$ cat src/rtl/capture_pkg.sv
// Shared definitions for the capture sample-RAM sequencer: default address width,
// readout state encoding and the post-trigger count clamp.
package capture_pkg;

    localparam int ADDR_W_DEF = 10;

    typedef enum logic {
        RD_IDLE = 1'b0,
        RD_RUN  = 1'b1
    } rd_state_e;

    // A requested post-trigger count of zero still captures the trigger sample.
    function automatic int unsigned clamp_one(input int unsigned n);
        return (n == 32'd0) ? 32'd1 : n;
    endfunction

endpackage

$ cat src/rtl/capture_readout_seq.sv
// Readout sequencer: walks the sample RAM from the oldest to the newest sample
// of a completed capture, one address per rd_next.
module capture_readout_seq
    import capture_pkg::*;
#(
    parameter int ADDR_W = ADDR_W_DEF
) (
    input  logic              clk_i,
    input  logic              reset_i,
    input  logic              start_i,
    input  logic              idle_i,
    input  logic              capture_valid_i,
    input  logic              wrapped_i,
    input  logic [ADDR_W-1:0] wr_addr_i,
    input  logic              rd_start_i,
    input  logic              rd_next_i,
    output logic [ADDR_W-1:0] rd_addr_o,
    output logic              rd_busy_o,
    output logic              rd_last_o
);

    localparam logic [ADDR_W-1:0] ONE = ADDR_W'(1);

    rd_state_e         state_q, state_d;
    logic [ADDR_W-1:0] addr_q, addr_d;
    logic [ADDR_W-1:0] rem_q, rem_d;

    always_ff @(posedge clk_i) begin
        if (reset_i) begin
            state_q <= RD_IDLE;
            addr_q  <= '0;
            rem_q   <= '0;
        end else begin
            state_q <= state_d;
            addr_q  <= addr_d;
            rem_q   <= rem_d;
        end
    end

    always_comb begin
        state_d = state_q;
        addr_d  = addr_q;
        rem_d   = rem_q;
        case (state_q)
            RD_IDLE: begin
                if (rd_start_i && idle_i && capture_valid_i) begin
                    state_d = RD_RUN;
                    // Once wrapped, the oldest sample sits at the write pointer.
                    addr_d  = wrapped_i ? wr_addr_i : '0;
                    rem_d   = wrapped_i ? '1 : (wr_addr_i - ONE);
                end
            end
            RD_RUN: begin
                if (rd_next_i) begin
                    if (rem_q == '0) begin
                        state_d = RD_IDLE;
                    end else begin
                        addr_d = addr_q + ONE;
                        rem_d  = rem_q - ONE;
                    end
                end
            end
            default: state_d = RD_IDLE;
        endcase
        if (start_i) begin
            state_d = RD_IDLE;
            addr_d  = addr_q;
            rem_d   = rem_q;
        end
    end

    assign rd_addr_o = addr_q;
    assign rd_busy_o = (state_q == RD_RUN);
    assign rd_last_o = (state_q == RD_RUN) && (rem_q == '0);

endmodule

$ cat src/rtl/capture_buffer_ctrl.sv
// Sample-RAM sequencer for the logic capture peripheral: circular write pointer,
// post-trigger quota counting, trigger/wrap bookkeeping and ordered readout.
module capture_buffer_ctrl
    import capture_pkg::*;
#(
    parameter int ADDR_W = ADDR_W_DEF
) (
    input  logic              clk_i,
    input  logic              reset_i,
    input  logic              start_i,
    input  logic              idle_i,
    input  logic              pre_trigger_i,
    input  logic              post_trigger_i,
    input  logic              sample_valid_i,
    input  logic [ADDR_W-1:0] post_count_i,
    output logic              wr_en_o,
    output logic [ADDR_W-1:0] wr_addr_o,
    output logic              complete_o,
    output logic [ADDR_W-1:0] trig_addr_o,
    output logic              wrapped_o,
    output logic              capture_valid_o,
    input  logic              rd_start_i,
    input  logic              rd_next_i,
    output logic [ADDR_W-1:0] rd_addr_o,
    output logic              rd_busy_o,
    output logic              rd_last_o
);

    localparam logic [ADDR_W-1:0] ONE = ADDR_W'(1);

    logic              start_acc;
    logic              wr_en;
    logic              last_post_wr;
    logic [ADDR_W-1:0] wr_addr_q, wr_addr_d;
    logic [ADDR_W-1:0] trig_addr_q, trig_addr_d;
    logic [ADDR_W-1:0] cnt_q, cnt_d;
    logic [ADDR_W-1:0] n_q, n_d;
    logic              wrapped_q, wrapped_d;
    logic              done_q, done_d;
    logic              complete_q, complete_d;
    logic              cap_valid_q, cap_valid_d;
    logic              post_prev_q;

    assign start_acc = start_i & idle_i;
    // done_q blocks the stray sample the FSM may still present after complete.
    assign wr_en        = sample_valid_i & (pre_trigger_i | post_trigger_i) & ~done_q;
    assign last_post_wr = wr_en & post_trigger_i & (cnt_q == n_q - ONE);

    always_comb begin
        wr_addr_d   = wr_addr_q;
        trig_addr_d = trig_addr_q;
        cnt_d       = cnt_q;
        n_d         = n_q;
        wrapped_d   = wrapped_q;
        done_d      = done_q;
        complete_d  = 1'b0;
        cap_valid_d = cap_valid_q;
        if (start_acc) begin
            wr_addr_d   = '0;
            cnt_d       = '0;
            n_d         = ADDR_W'(clamp_one(32'(post_count_i)));
            wrapped_d   = 1'b0;
            done_d      = 1'b0;
            cap_valid_d = 1'b0;
        end else begin
            if (wr_en) begin
                wr_addr_d = wr_addr_q + ONE;
                if (wr_addr_q == '1) wrapped_d = 1'b1;
            end
            if (wr_en && post_trigger_i) cnt_d = cnt_q + ONE;
            if (last_post_wr) begin
                done_d      = 1'b1;
                complete_d  = 1'b1;
                cap_valid_d = 1'b1;
            end
        end
        if (post_trigger_i && !post_prev_q) trig_addr_d = wr_addr_q;
    end

    always_ff @(posedge clk_i) begin
        if (reset_i) begin
            wr_addr_q   <= '0;
            trig_addr_q <= '0;
            cnt_q       <= '0;
            n_q         <= '0;
            wrapped_q   <= 1'b0;
            done_q      <= 1'b0;
            complete_q  <= 1'b0;
            cap_valid_q <= 1'b0;
            post_prev_q <= 1'b0;
        end else begin
            wr_addr_q   <= wr_addr_d;
            trig_addr_q <= trig_addr_d;
            cnt_q       <= cnt_d;
            n_q         <= n_d;
            wrapped_q   <= wrapped_d;
            done_q      <= done_d;
            complete_q  <= complete_d;
            cap_valid_q <= cap_valid_d;
            post_prev_q <= post_trigger_i;
        end
    end

    assign wr_en_o         = wr_en;
    assign wr_addr_o       = wr_addr_q;
    assign complete_o      = complete_q;
    assign trig_addr_o     = trig_addr_q;
    assign wrapped_o       = wrapped_q;
    assign capture_valid_o = cap_valid_q;

    capture_readout_seq #(
        .ADDR_W(ADDR_W)
    ) u_readout (
        .clk_i          (clk_i),
        .reset_i        (reset_i),
        .start_i        (start_i),
        .idle_i         (idle_i),
        .capture_valid_i(cap_valid_q),
        .wrapped_i      (wrapped_q),
        .wr_addr_i      (wr_addr_q),
        .rd_start_i     (rd_start_i),
        .rd_next_i      (rd_next_i),
        .rd_addr_o      (rd_addr_o),
        .rd_busy_o      (rd_busy_o),
        .rd_last_o      (rd_last_o)
    );

endmodule

$ cat config.mk
export PLATFORM = sky130hd
export DESIGN_NAME = capture_buffer_ctrl
export DESIGN_NICKNAME = d
export VERILOG_FILES = /design/src/rtl/capture_pkg.sv /design/src/rtl/capture_readout_seq.sv /design/src/rtl/capture_buffer_ctrl.sv
export SDC_FILE = /design/constraint.sdc
export NUM_CORES = 1
export LEC_CHECK = 0
export ABC_CLOCK_PERIOD_IN_PS = 3000
export CORE_MARGIN = 5
export CORE_UTILIZATION = 34
export DETAILED_ROUTE_END_ITERATION = 8
export SLEW_MARGIN = 20
export SYNTH_ARGS = -nofsm -noshare
export SYNTH_HDL_FRONTEND = slang
export SYNTH_SLANG_ARGS = --single-unit
$ cat constraint.sdc
create_clock -name clk_i -period 3 [get_ports clk_i]
set_clock_uncertainty 0.15 [all_clocks]
set_input_delay 0.6 -clock clk_i [delete_from_list [all_inputs] [get_ports clk_i]]
set_output_delay 0.6 -clock clk_i [all_outputs]
set_load 0.02 [all_outputs]
### Placement by cell class, run 1

Scale bar: 20 µm.
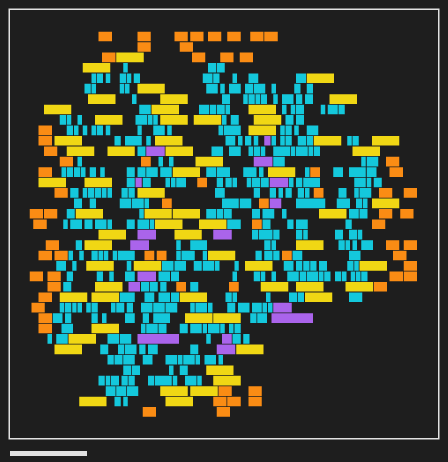
orange -> remaining buffers and delay cells  # cells 66
cyan -> combinational and other logic  # cells 355
yellow -> sequential cells  # cells 65
purple -> clock drivers and dummy loads  # cells 16

### Gate families picked out, run 1

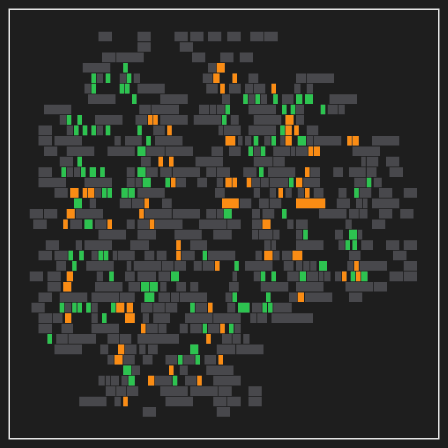
orange -> nor cells  # cells 65
green -> nand cells  # cells 96

### Track usage over the die, run 1

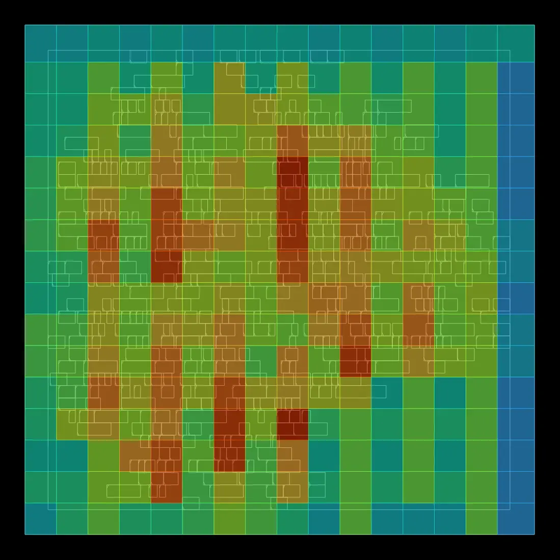
met2 Track Usage GR: 24.5%
gr busiest metal: met2

==> results_slide.txt, run 1 <==
Implementation Results

Outcome
  – Outcome: completed

Die
  – I/O pins: 55
  – Taps Inserted: 136

Layout
  – Leading cell kind: logic gates
  – Filler-free cell count of the finished design: 638
  – Area of the multi-input gates: 0.00204 mm²
  – Layout cells sized above 1: about 8.4%
  – FF+latch area: 0.00130 mm²
  – Synth-to-Final Area Change: 25.5%

Logic synthesis
  – Flops after synth: 65
  – Synth top cells by count: nand2_1, dfxtp_1, a21oi_1
  – YS chip area: 0.00351 mm²
  – Leading area contributor after synthesis: dfxtp_1
  – Mapped Avg Cell Area: between 7 and 8 µm²

Final timing
  – Hold WS: 308 ps
  – Max-slew violations: 0
  – Post-route setup TNS: 0 ps
  – Least-Margin Pin Slew: just over 700 ps

Job
  – Tool Warnings: 27

Pwr
  – Leak: 1.57 nW
  – Seq power: 0.000888 W

Worst hold path
  – Hold Crit Depth: 2
  – WHS Endpoint: trig_addr_o[7]

Global routing
  – Total grt overflow: 0
  – First-pass GRT wire length: 16200 µm
  – GRT met1 Usage: 21.1%
  – Met3 Use GR: 2.83%

Critical path
  – WP data required: 2250 ps
  – Reg2reg path depth: 8
  – Kind of critical path: reg2out
  – Startpoint Class: flip-flop
  – CP Depth: 6

Placement
  – Port bufs: roughly 54
  – RD Place Congestion: 0.842
  – Detail Placement HPWL: roughly 6900 µm

Clocking
  – Latency at later pin: 340 ps
  – Setup bufs post-CTS: 0
  – TritonCTS clock tree: yes

Drt
  – DR vias: 3327
--- run 2 (diff from run 1) ---
SLEW_MARGIN = 10   (was 20)
### Gate families picked out, run 2

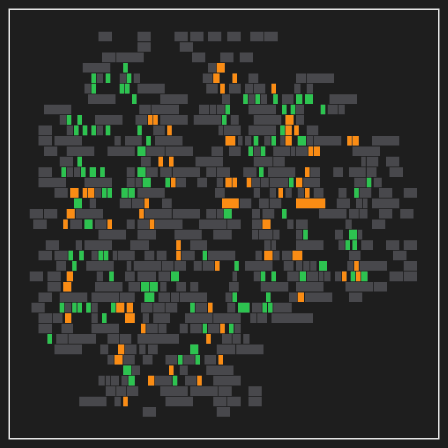
Comb area share: 46.2%
most frequent logic cell in the layout: nand2_1
filler-free cell count of the finished design: 638

### Placement by cell class, run 2

Scale bar: 20 µm.
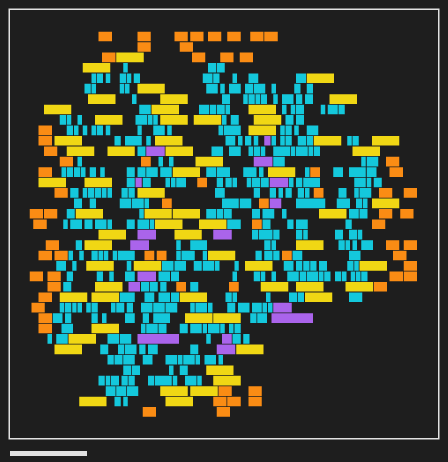
FP Rows: 37
Core Region: 0.0102 mm²
Finished Cell Area: 0.00441 mm²
Final Util: 43.3%
sequential share of cell area: 29.5%

==> results_slide.txt, run 2 <==
Implementation Results

Layout
  – Leading cell kind: logic gates (unchanged)
  – Layout cells sized above 1: 8.37% (unchanged)
  – Number of antenna diodes: 0 (unchanged)
  – Area of the multi-input gates: 0.00204 mm² (unchanged)
  – Synth-to-Final Area Change: 25.5% (unchanged)
  – Top Layout Cells: nand2_1, dfxtp_1, clkdlybuf4s50_1 (unchanged)
  – FFs & Latches: 65 (unchanged)
  – FF+latch area: 0.00130 mm² (unchanged)

Critical path
  – Reg2reg path depth: 8 (unchanged)
  – CP Depth: 6 (unchanged)
  – Crit path DAT: 2130 ps (about the same)
  – Kind of critical path: reg2out (unchanged)
  – WP data required: 2250 ps (about the same)

Logic synthesis
  – Synth top cells by count: nand2_1, dfxtp_1, a21oi_1 (unchanged)
  – Mapped Avg Cell Area: 7.84 µm² (unchanged)
  – YS chip area: 0.00351 mm² (unchanged)
  – Count leader, synth: nand2_1 (unchanged)
  – Flops after synth: 65 (unchanged)
  – Synth area leaders: dfxtp_1, nand2_1, a21oi_1 (unchanged)

Job
  – Tool Warnings: 27 (unchanged)

Die
  – I/O pins: 55 (unchanged)
  – Taps Inserted: 136 (unchanged)

Global routing
  – Met2 Track Usage GR: 24.5% (unchanged)
  – Met3 Use GR: 2.83% (unchanged)
  – First-pass GRT wire length: 16200 µm (unchanged)
  – Total grt overflow: 0 (unchanged)
  – Gr busiest metal: met2 (unchanged)

Placement
  – Detail Placement HPWL: 6890 µm (unchanged)
  – RD Place Congestion: 0.842 (unchanged)
  – Port bufs: 54 (unchanged)

Final timing
  – Least-Margin Pin Slew: 719 ps (unchanged)
  – Post-route setup TNS: 0 ps (unchanged)
  – Max-slew violations: 0 (unchanged)
  – Hold WS: 308 ps (unchanged)

Clocking
  – TritonCTS clock tree: yes (unchanged)
  – Setup bufs post-CTS: 0 (unchanged)

Outcome
  – Outcome: completed (unchanged)

Drt
  – Metal3 WL: 509 µm (unchanged)
  – Vias per cell: 5.21 (unchanged)
  – DR vias: 3327 (unchanged)
  – Met2 routed WL: 4350 µm (unchanged)

Worst hold path
  – WHS Endpoint: trig_addr_o[7] (unchanged)
  – Hold Crit Depth: 2 (unchanged)

Pwr
  – Seq pwr share: 46.6% (about the same)
  – Seq power: 0.000888 W (about the same)
  – Worst VDD drop: 0.228 mV (unchanged)
Power figures rest on the tool's default switching activity, not on a simulated workload.
